==> run_1/clock_map.png <==
Bar = 50 µm.
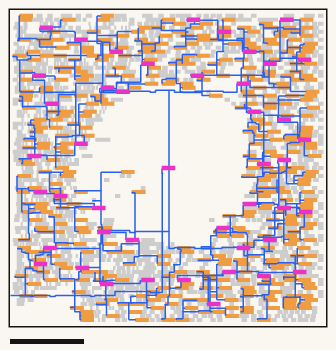
==> run_1/final_clocks.png <==
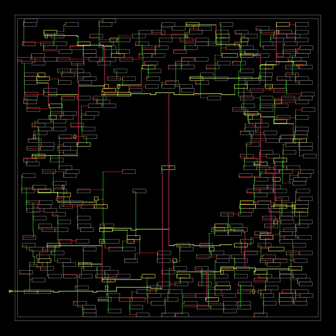
==> run_1/drive_strength.png <==
Bar = 50 µm.
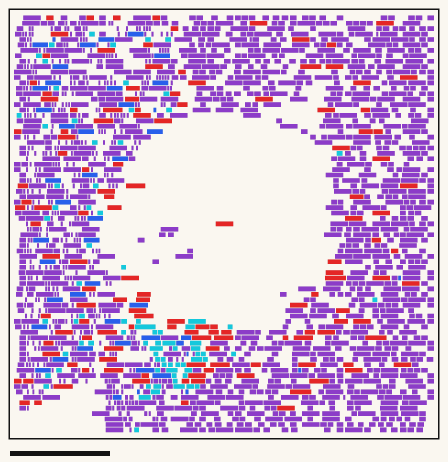
### config.mk
export PLATFORM = sky130hd
export DESIGN_NAME = aes_core_sched
export DESIGN_NICKNAME = d
export VERILOG_FILES = /design/src/rtl/aes_core_sched.sv
export SDC_FILE = /design/constraint.sdc
export NUM_CORES = 1
export LEC_CHECK = 0
export CAP_MARGIN = 10
export CORE_MARGIN = 1.5
export CORE_UTILIZATION = 35
export CTS_CLUSTER_DIAMETER = 150
export DETAILED_ROUTE_END_ITERATION = 10
export GPL_TIMING_DRIVEN = 0
export PLACE_DENSITY = 0.67
export REMOVE_ABC_BUFFERS = 1
export SLEW_MARGIN = 20
export SYNTH_ARGS = -nofsm -noshare
export SYNTH_HDL_FRONTEND = slang
export SYNTH_SLANG_ARGS = --single-unit
### constraint.sdc
create_clock -name clk -period 2.6 [get_ports clk]
set_clock_uncertainty 0.1 [all_clocks]
set_input_delay 0.52 -clock clk [delete_from_list [all_inputs] [get_ports clk]]
set_output_delay 0.52 -clock clk [all_outputs]
set_load 0.05 [all_outputs]
### src/rtl/aes_core_sched.sv
`default_nettype none
// ============================================================================
// Module      : aes_core_sched
// Description : Sequencing controller between the input message packer and
//               the AES-128 core. It collects a 4-beat plaintext/key burst
//               into 128-bit registers and fires a one-cycle start pulse at
//               the core. It then waits for completion, bounded by a timeout,
//               and drains the ciphertext as four words under valid/ready.
//               Protocol violations are recorded in sticky error flags.
//
// Ports       : clk, rst_n              clock, async active-low reset
//               in_pt_word/in_key_word  plaintext/key beats, MSW first
//               in_dv                   beat valid (4 consecutive cycles)
//               core_pt_out/key_out     registered block to the core
//               core_start              one-cycle start pulse
//               core_done/core_ct_in    completion strobe + ciphertext
//               out_word/out_dv         ciphertext beat, MSW first
//               out_ready               downstream accepts current beat
//               busy                    high whenever not IDLE
//               err_flags               [0] burst gap, [1] core timeout,
//                                       [2] input overrun (sticky)
//               err_clr                 synchronous clear of err_flags
//
// Revision    : 1.0 - initial release
// ============================================================================
module aes_core_sched #(
    parameter int TIMEOUT_CYCLES = 64,
    parameter int DATA_WIDTH     = 32
) (
    input  logic                    clk,
    input  logic                    rst_n,
    input  logic [DATA_WIDTH-1:0]   in_pt_word,
    input  logic [DATA_WIDTH-1:0]   in_key_word,
    input  logic                    in_dv,
    output logic [4*DATA_WIDTH-1:0] core_pt_out,
    output logic [4*DATA_WIDTH-1:0] core_key_out,
    output logic                    core_start,
    input  logic                    core_done,
    input  logic [4*DATA_WIDTH-1:0] core_ct_in,
    output logic [DATA_WIDTH-1:0]   out_word,
    output logic                    out_dv,
    input  logic                    out_ready,
    output logic                    busy,
    output logic [2:0]              err_flags,
    input  logic                    err_clr
);

    localparam int         C_BLOCK_W     = 4 * DATA_WIDTH;
    // Last wait_cnt value tolerated before the core is declared hung.
    localparam logic [7:0] C_WAIT_LAST   = 8'(TIMEOUT_CYCLES - 1);
    localparam int         C_ERR_GAP     = 0;
    localparam int         C_ERR_TIMEOUT = 1;
    localparam int         C_ERR_OVERRUN = 2;

    typedef enum logic [2:0] {
        S_IDLE  = 3'd0,
        S_LOAD  = 3'd1,
        S_START = 3'd2,
        S_WAIT  = 3'd3,
        S_SEND  = 3'd4
    } state_t;

    state_t                 r_state;
    state_t                 w_state_nxt;

    logic [C_BLOCK_W-1:0]   r_pt;
    logic [C_BLOCK_W-1:0]   r_key;
    logic [C_BLOCK_W-1:0]   r_result;
    logic [1:0]             r_beat_cnt;
    logic [1:0]             r_out_idx;
    logic [7:0]             r_wait_cnt;
    logic [2:0]             r_err;

    logic                   w_capture;
    logic [1:0]             w_cap_idx;
    logic                   w_wait_clr;
    logic                   w_wait_inc;
    logic                   w_ct_latch;
    logic                   w_out_adv;
    logic [2:0]             w_err_set;

    // ------------------------------------------------------------------
    // State register
    // ------------------------------------------------------------------
    always_ff @(posedge clk or negedge rst_n) begin
        if (!rst_n) begin
            r_state <= S_IDLE;
        end else begin
            r_state <= w_state_nxt;
        end
    end

    // ------------------------------------------------------------------
    // Next-state and control decode
    // ------------------------------------------------------------------
    always_comb begin
        w_state_nxt = r_state;
        w_capture   = 1'b0;
        w_cap_idx   = r_beat_cnt;
        w_wait_clr  = 1'b0;
        w_wait_inc  = 1'b0;
        w_ct_latch  = 1'b0;
        w_out_adv   = 1'b0;
        w_err_set   = 3'b000;

        case (r_state)
            S_IDLE: begin
                // A stale beat_cnt can be left behind by an aborted burst,
                // so the first beat always lands in the top word.
                w_cap_idx = 2'd0;
                if (in_dv) begin
                    w_capture   = 1'b1;
                    w_state_nxt = S_LOAD;
                end
            end

            S_LOAD: begin
                if (in_dv) begin
                    w_capture = 1'b1;
                    if (r_beat_cnt == 2'd3) begin
                        w_state_nxt = S_START;
                    end
                end else begin
                    w_err_set[C_ERR_GAP] = 1'b1;
                    w_state_nxt          = S_IDLE;
                end
            end

            S_START: begin
                w_wait_clr                = 1'b1;
                w_err_set[C_ERR_OVERRUN]  = in_dv;
                w_state_nxt               = S_WAIT;
            end

            S_WAIT: begin
                w_err_set[C_ERR_OVERRUN] = in_dv;
                // Done takes priority over an expiring timeout.
                if (core_done) begin
                    w_ct_latch  = 1'b1;
                    w_state_nxt = S_SEND;
                end else if (r_wait_cnt == C_WAIT_LAST) begin
                    w_err_set[C_ERR_TIMEOUT] = 1'b1;
                    w_state_nxt              = S_IDLE;
                end else begin
                    w_wait_inc = 1'b1;
                end
            end

            S_SEND: begin
                w_err_set[C_ERR_OVERRUN] = in_dv;
                if (out_ready) begin
                    w_out_adv = 1'b1;
                    if (r_out_idx == 2'd3) begin
                        w_state_nxt = S_IDLE;
                    end
                end
            end

            default: begin
                w_state_nxt = S_IDLE;
            end
        endcase
    end

    // ------------------------------------------------------------------
    // Datapath registers
    // ------------------------------------------------------------------
    always_ff @(posedge clk or negedge rst_n) begin
        if (!rst_n) begin
            r_pt       <= '0;
            r_key      <= '0;
            r_result   <= '0;
            r_beat_cnt <= 2'd0;
            r_out_idx  <= 2'd0;
            r_wait_cnt <= 8'd0;
        end else begin
            if (w_capture) begin
                r_pt[C_BLOCK_W-1 - DATA_WIDTH*int'(w_cap_idx) -: DATA_WIDTH]  <= in_pt_word;
                r_key[C_BLOCK_W-1 - DATA_WIDTH*int'(w_cap_idx) -: DATA_WIDTH] <= in_key_word;
                // Wraps back to 0 after beat 3.
                r_beat_cnt <= w_cap_idx + 2'd1;
            end

            if (w_wait_clr) begin
                r_wait_cnt <= 8'd0;
            end else if (w_wait_inc) begin
                r_wait_cnt <= r_wait_cnt + 8'd1;
            end

            if (w_ct_latch) begin
                r_result  <= core_ct_in;
                r_out_idx <= 2'd0;
            end else if (w_out_adv) begin
                r_out_idx <= r_out_idx + 2'd1;
            end
        end
    end

    // ------------------------------------------------------------------
    // Sticky error flags: a set in the same cycle as err_clr survives.
    // ------------------------------------------------------------------
    always_ff @(posedge clk or negedge rst_n) begin
        if (!rst_n) begin
            r_err <= 3'b000;
        end else begin
            r_err <= (err_clr ? 3'b000 : r_err) | w_err_set;
        end
    end

    // ------------------------------------------------------------------
    // Outputs
    // ------------------------------------------------------------------
    always_comb begin
        core_start = (r_state == S_START);
        out_dv     = (r_state == S_SEND);
        busy       = (r_state != S_IDLE);
        out_word   = '0;
        // Word is gated so nothing stale leaks out outside SEND.
        if (r_state == S_SEND) begin
            out_word = r_result[C_BLOCK_W-1 - DATA_WIDTH*int'(r_out_idx) -: DATA_WIDTH];
        end
    end

    assign core_pt_out  = r_pt;
    assign core_key_out = r_key;
    assign err_flags    = r_err;

endmodule
`default_nettype wire
==> impl_metrics.py, run 1 <==
# Generated from Yosys and OpenROAD reports
metrics = {
    "detailed_routing": {
        "drt_wl_total_mm": 51.7,
        "wl_per_cell_um": 21.3,
        "dr_total_vias": 12461,
        "antenna_left": 0,
        "drt_iter0_markers": 855,
        "route.detailed.drc": 0,
    },
    "logic_synthesis": {
        "yosysMostFrequentCell": "dfrtp_1",
        "postSynthAreaPerCell_um2": 12.1,
        "yosys_most_used_dff": "dfrtp_1",
        "syn_inst": 1295,
        "async_flop_share": 1.00,
        "synth_area_um2": 15700,
        "yosys_warnings": 0,
        "ys_top_cells_by_count": "dfrtp_1, nand2_1, a22o_1, clkbuf_1, buf_2",
    },
    "worst_setup_path": {
        "required_ps": 1980,
        "cp_data_arrival_time_ps": 2140,
        "path_max_fanout": 8,
        "critPathCaptureType": "primary output",
        "crit_buf_inv": 3,
        "path_class": "reg2out",
    },
    "floorplanning": {
        "nWellTaps": 592,
        "die_y_um": 215,
        "num_io_pins": 492,
    },
    "final_layout": {
        "comb_area_frac": 0.227,
        "antenna_cells": 8,
        "bufAreaShareNonClock": 0.254,
        "num-nonclk-buffers": 556,
        "clockNetworkAreaShare": 0.0616,
        "largest_class": "sequential cells",
        "nMultiInputCombCells": 789,
        "multi_input_comb_area_um2": 5400,
        "n_all_inverters": 9,
        "post-route-util": 0.537,
    },
    "sta": {
        "fmax_mhz": 362,
        "drv_slew": 0,
        "final-setup-viol-count": 32,
        "period_minus_slack_ps": 2760,
        "rsz0062_at_grt": "true",
        "tightest_slew_ps": 691,
        "fin_ws_ps": -162,
        "relSlewSlack": 0.539,
    },
    "run": {
        "maxCapViolations": 0,
    },
    "pwr": {
        "finalPower_w": 0.0346,
        "power.density_nw_per_um2": 1460,
        "p_leak_nw": 11.0,
        "vdd_ir_drop_max_v": 0.000815,
    },
    "clocking": {
        "htree_levels": 2,
        "clk_path_buf_depth": 3,
        "clock_latency_ps": 540,
        "post_cts_resized": 296,
    },
    "run_status": {
        "violations": "setup timing",
        "status": "complete, but fails checks",
    },
    "global_routing": {
        "gr-usage-all-layers": 0.224,
        "use_met2": 0.353,
        "antenna_found_initial": 13,
    },
    "place": {
        "preCtsSetupSlack_ps": -1080,
        "gp_congestion": 0.836,
    },
}
About clock_map.png:
[blue] clock wires | length: 5160 µm
[magenta] cells driving clock nets | count: 45
[orange] flip-flops | count: 402
flops lie	spread over the die

About final_clocks.png:
CTS Buf Count: 45
clk pwr: 0.00634 W
flop count: 402
clk sinks: 402

About drive_strength.png:
color	size	cells
cyan	drive 3 to 4	79
blue	drive 2	46
red	drive 6 and up	134
purple	drive 1 or less	1572

[run 1: cells by family after synthesis]
family,synth area share
fa+ha+maj,0.00478
simple gates,0.126
buf+inv,0.0281
xor+xnor,0.00223
mux,0.0473
flops,0.641
compound gates,0.150
[run 1: per-layer routing]
metal	up-vias	wire length, µm
met2	519	24300
met3	78	4940
li1	5571	-
met1	6285	21100
met5	-	51
met4	8	1330
[run 1: worst reg2reg max path, cell delays in order, from the launching register on]
cell and delay, ps:
dfrtp_2 450, buf_4 160, buf_4 130, nor3b_4 190
buf_4 180, buf_4 130, buf_4 130, nand2_8 120
nor3_4 310, buf_6 220, buf_8 170, a22o_1 140
[run 1: worst paths after layout]
check                             startpoint                to  slack (ps)  depth (start not counted)
min in group asynchronous              rst_n      r_result[70]         380                          2
worst min-delay path            r_result[16]      r_result[16]         370                          2
max in group asynchronous              rst_n  core_key_out[84]         390                          5
worst max-delay path            r_out_idx[0]      out_word[12]        -160                          5
worst max register to register    r_state[2]  core_key_out[79]         100                         11
worst min register to register  r_result[16]      r_result[16]         370                          2
[run 1: through the flow]
step	setup TNS, ps	std cells	hold slack [ps]	instance area (µm²)
finish	-3630	2431	367	23700
global route	-6020	2429	367	23700
CTS	-4970	2421	348	23600
detailed placement	-174930	2315	358	21600
global placement	-8240120	2283	352	20900
floorplan	-501960	1200	124	15300
[run 1: state kept, by name (all words and copies together), names as in the netlist]
signal and count:
r_result 128, core_pt_out 128, core_key_out 128, r_state 3, r_out_idx 2, r_wait_cnt 8
r_beat_cnt 2, err_flags 3
[run 1: where the power goes]
part           total (W)  switching [W]  internal [W]
logic             0.0174         0.0108       0.00667
clock network    0.00634        0.00255       0.00379
registers         0.0109        0.00171       0.00915
==> run 2: changes to the inputs <==
- CAP_MARGIN: 10 -> not set
- TNS_END_PERCENT: not set -> 50
==> run_2/zoom.png <==
Window x 146 to 176, y 39 to 69 µm. Cells in gray, sequential cells in the stronger gray; small squares are vias.
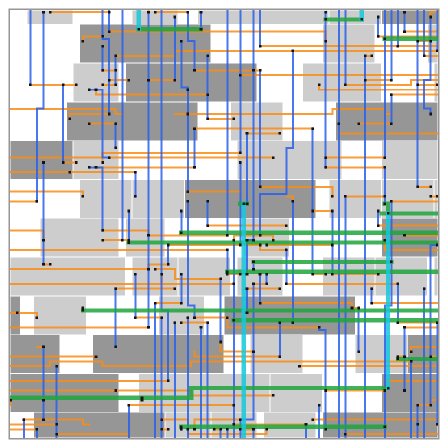
color	layer
cyan	met4
green	met3
orange	met1
blue	met2
cells with their middle in the window	38
most frequent	clkdlybuf4s50_1 (14), dfrtp_1 (10), a22o_1 (8)
sequential cells in the window	10
netlist names of flops here include	core_key_out (6), core_pt_out (4)

==> run_2/registers.png <==
Bar = 50 µm.
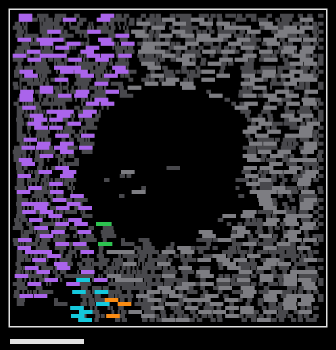
color	name in the netlist	placed flops
purple	r_result	128
orange	err_flags	3
cyan	r_wait_cnt	8
green	r_out_idx	2
not colored	261

==> run 2 against run 1 <==
Compared with the run above: the run still ends with setup timing left; utilization decreased by 0.32 points; count of clock-buffer cells in the layout is 10 higher; cell area down 0.60%; combinational power about the same; non-clock buffer count down 5; sequential cell count stayed put; fmax up 0.81%; critical path depth is the same; final cell count down 0.16%; first-iteration DRC count shrank 2.2%; critical path type unchanged; critical endpoint is now out_word[18].
==> impl_metrics.py, run 2 <==
# Generated from Yosys and OpenROAD reports
metrics = {
    "run": {
        "maxCapViolations": 0,
        "warnings": 36,
    },
    "run_status": {
        "status": "complete, but fails checks",
        "violations": "setup timing",
    },
    "sta": {
        "drv_slew": 0,
        "rsz0062_at_grt": "true",
        "tns_ps": -3180,
        "fmax_mhz": 365,
        "final-setup-viol-count": 32,
        "fin_ws_ps": -140,
        "period_minus_slack_ps": 2740,
        "whs_ps": 369,
        "relSlewSlack": 0.542,
        "tightest_slew_ps": 685,
    },
    "detailed_routing": {
        "drt_iter0_markers": 836,
        "dr_total_vias": 12457,
        "drt_wl_total_mm": 51.9,
        "antenna_left": 0,
        "wl_per_cell_um": 21.4,
        "route.detailed.drc": 0,
    },
    "worst_setup_path": {
        "startpoint": "r_out_idx[0]",
        "required_ps": 1980,
        "path_class": "reg2out",
        "worst-r2r-cell-count": 11,
        "crit_buf_inv": 3,
        "cp_data_arrival_time_ps": 2120,
        "path_max_fanout": 8,
        "r2r_slack_ps": 110,
        "r2r-end": "core_pt_out[61]",
        "rr_startpoint": "r_state[1]",
    },
    "global_routing": {
        "gr-usage-all-layers": 0.223,
        "antenna_found_initial": 11,
    },
    "clocking": {
        "clk_path_buf_depth": 3,
        "clkSinkCount": 402,
        "numCtsBuffers": 43,
        "clock_latency_ps": 550,
    },
    "place": {
        "dp.cells": 2315,
        "placed_area_um2": 21600,
        "preCtsSetupSlack_ps": -1060,
        "gp_congestion": 0.836,
    },
    "logic_synthesis": {
        "yosys_warnings": 0,
        "yosys_most_used_dff": "dfrtp_1",
        "postSynthAreaPerCell_um2": 12.1,
        "syn_inst": 1295,
        "ys_top_cells_by_count": "dfrtp_1, nand2_1, a22o_1, clkbuf_1, buf_2",
        "yosysMostFrequentCell": "dfrtp_1",
        "synth_area_um2": 15700,
    },
    "floorplanning": {
        "num_io_pins": 492,
        "die_y_um": 215,
    },
    "pwr": {
        "p_leak_nw": 10.9,
        "vdd_ir_drop_max_v": 0.000764,
        "power.density_nw_per_um2": 1460,
    },
    "final_layout": {
        "multi_input_comb_area_um2": 5390,
        "final_area_um2": 23600,
        "post-route-util": 0.534,
        "instances_no_fill": 2427,
    },
    "min_path": {
        "min-delay-start": "r_result[16]",
        "min_to": "r_result[16]",
        "min_path_cells": 2,
    },
}
[run 2: worst max path at each step]
stage                              to  slack, ps  depth (start not counted)
floorplan           core_key_out[100]      -1470                          6
global placement     core_key_out[28]     -16620                          1
detailed placement    core_pt_out[38]      -1060                         10
CTS                      out_word[18]       -200                          5
global route              out_word[9]       -210                          5
finish                   out_word[18]       -140                          5
[run 2: area by class of cell]
class / count / share of cell area
inverter: 9 / 0.00143
antenna: 5 / 0.000530
timing repair buffer: 551 / 0.251
sequential: 402 / 0.427
tap: 592 / 0.0314
clock buffer: 69 / 0.0558
clock inverter: 10 / 0.00467
multi-input combinational: 789 / 0.228
[run 2: report_power, final]
part / leakage (nW) / internal [W] / total (W) / switching, W
Sequential: 5.30 / 0.00914 / 0.0109 / 0.00172
Combinational: 4.91 / 0.00657 / 0.0173 / 0.0107
Clock: 0.687 / 0.00367 / 0.00618 / 0.00251
[run 2: cell families after synthesis]
group	Yosys count	share of synthesized area
mux	34	0.0473
simple gates	471	0.126
fa+ha+maj	6	0.00478
compound gates	274	0.150
flops	402	0.641
xor+xnor	4	0.00223
buf+inv	104	0.0281
[run 2: layer usage]
metal / up-vias / wire (µm) / GRT usage / part of all wire
met5: - / 39 / 0 / 0.00075
met4: 6 / 1510 / 0.0817 / 0.029
met3: 96 / 5050 / 0.0728 / 0.097
met2: 538 / 24300 / 0.354 / 0.47
met1: 6249 / 21000 / 0.284 / 0.40
li1: 5568 / - / - / -
[run 2: what timing repair did]
item / CTS / global route
hold endpoints to repair: 58 / 0
pin swaps: 7 / 5
cloned: 2 / 1
resized: 285 / 17
buffers inserted: 24 / 1
hold buffers: 1 / 0
setup endpoints to repair: 286 / 96
Power and IR drop assume default switching activity.
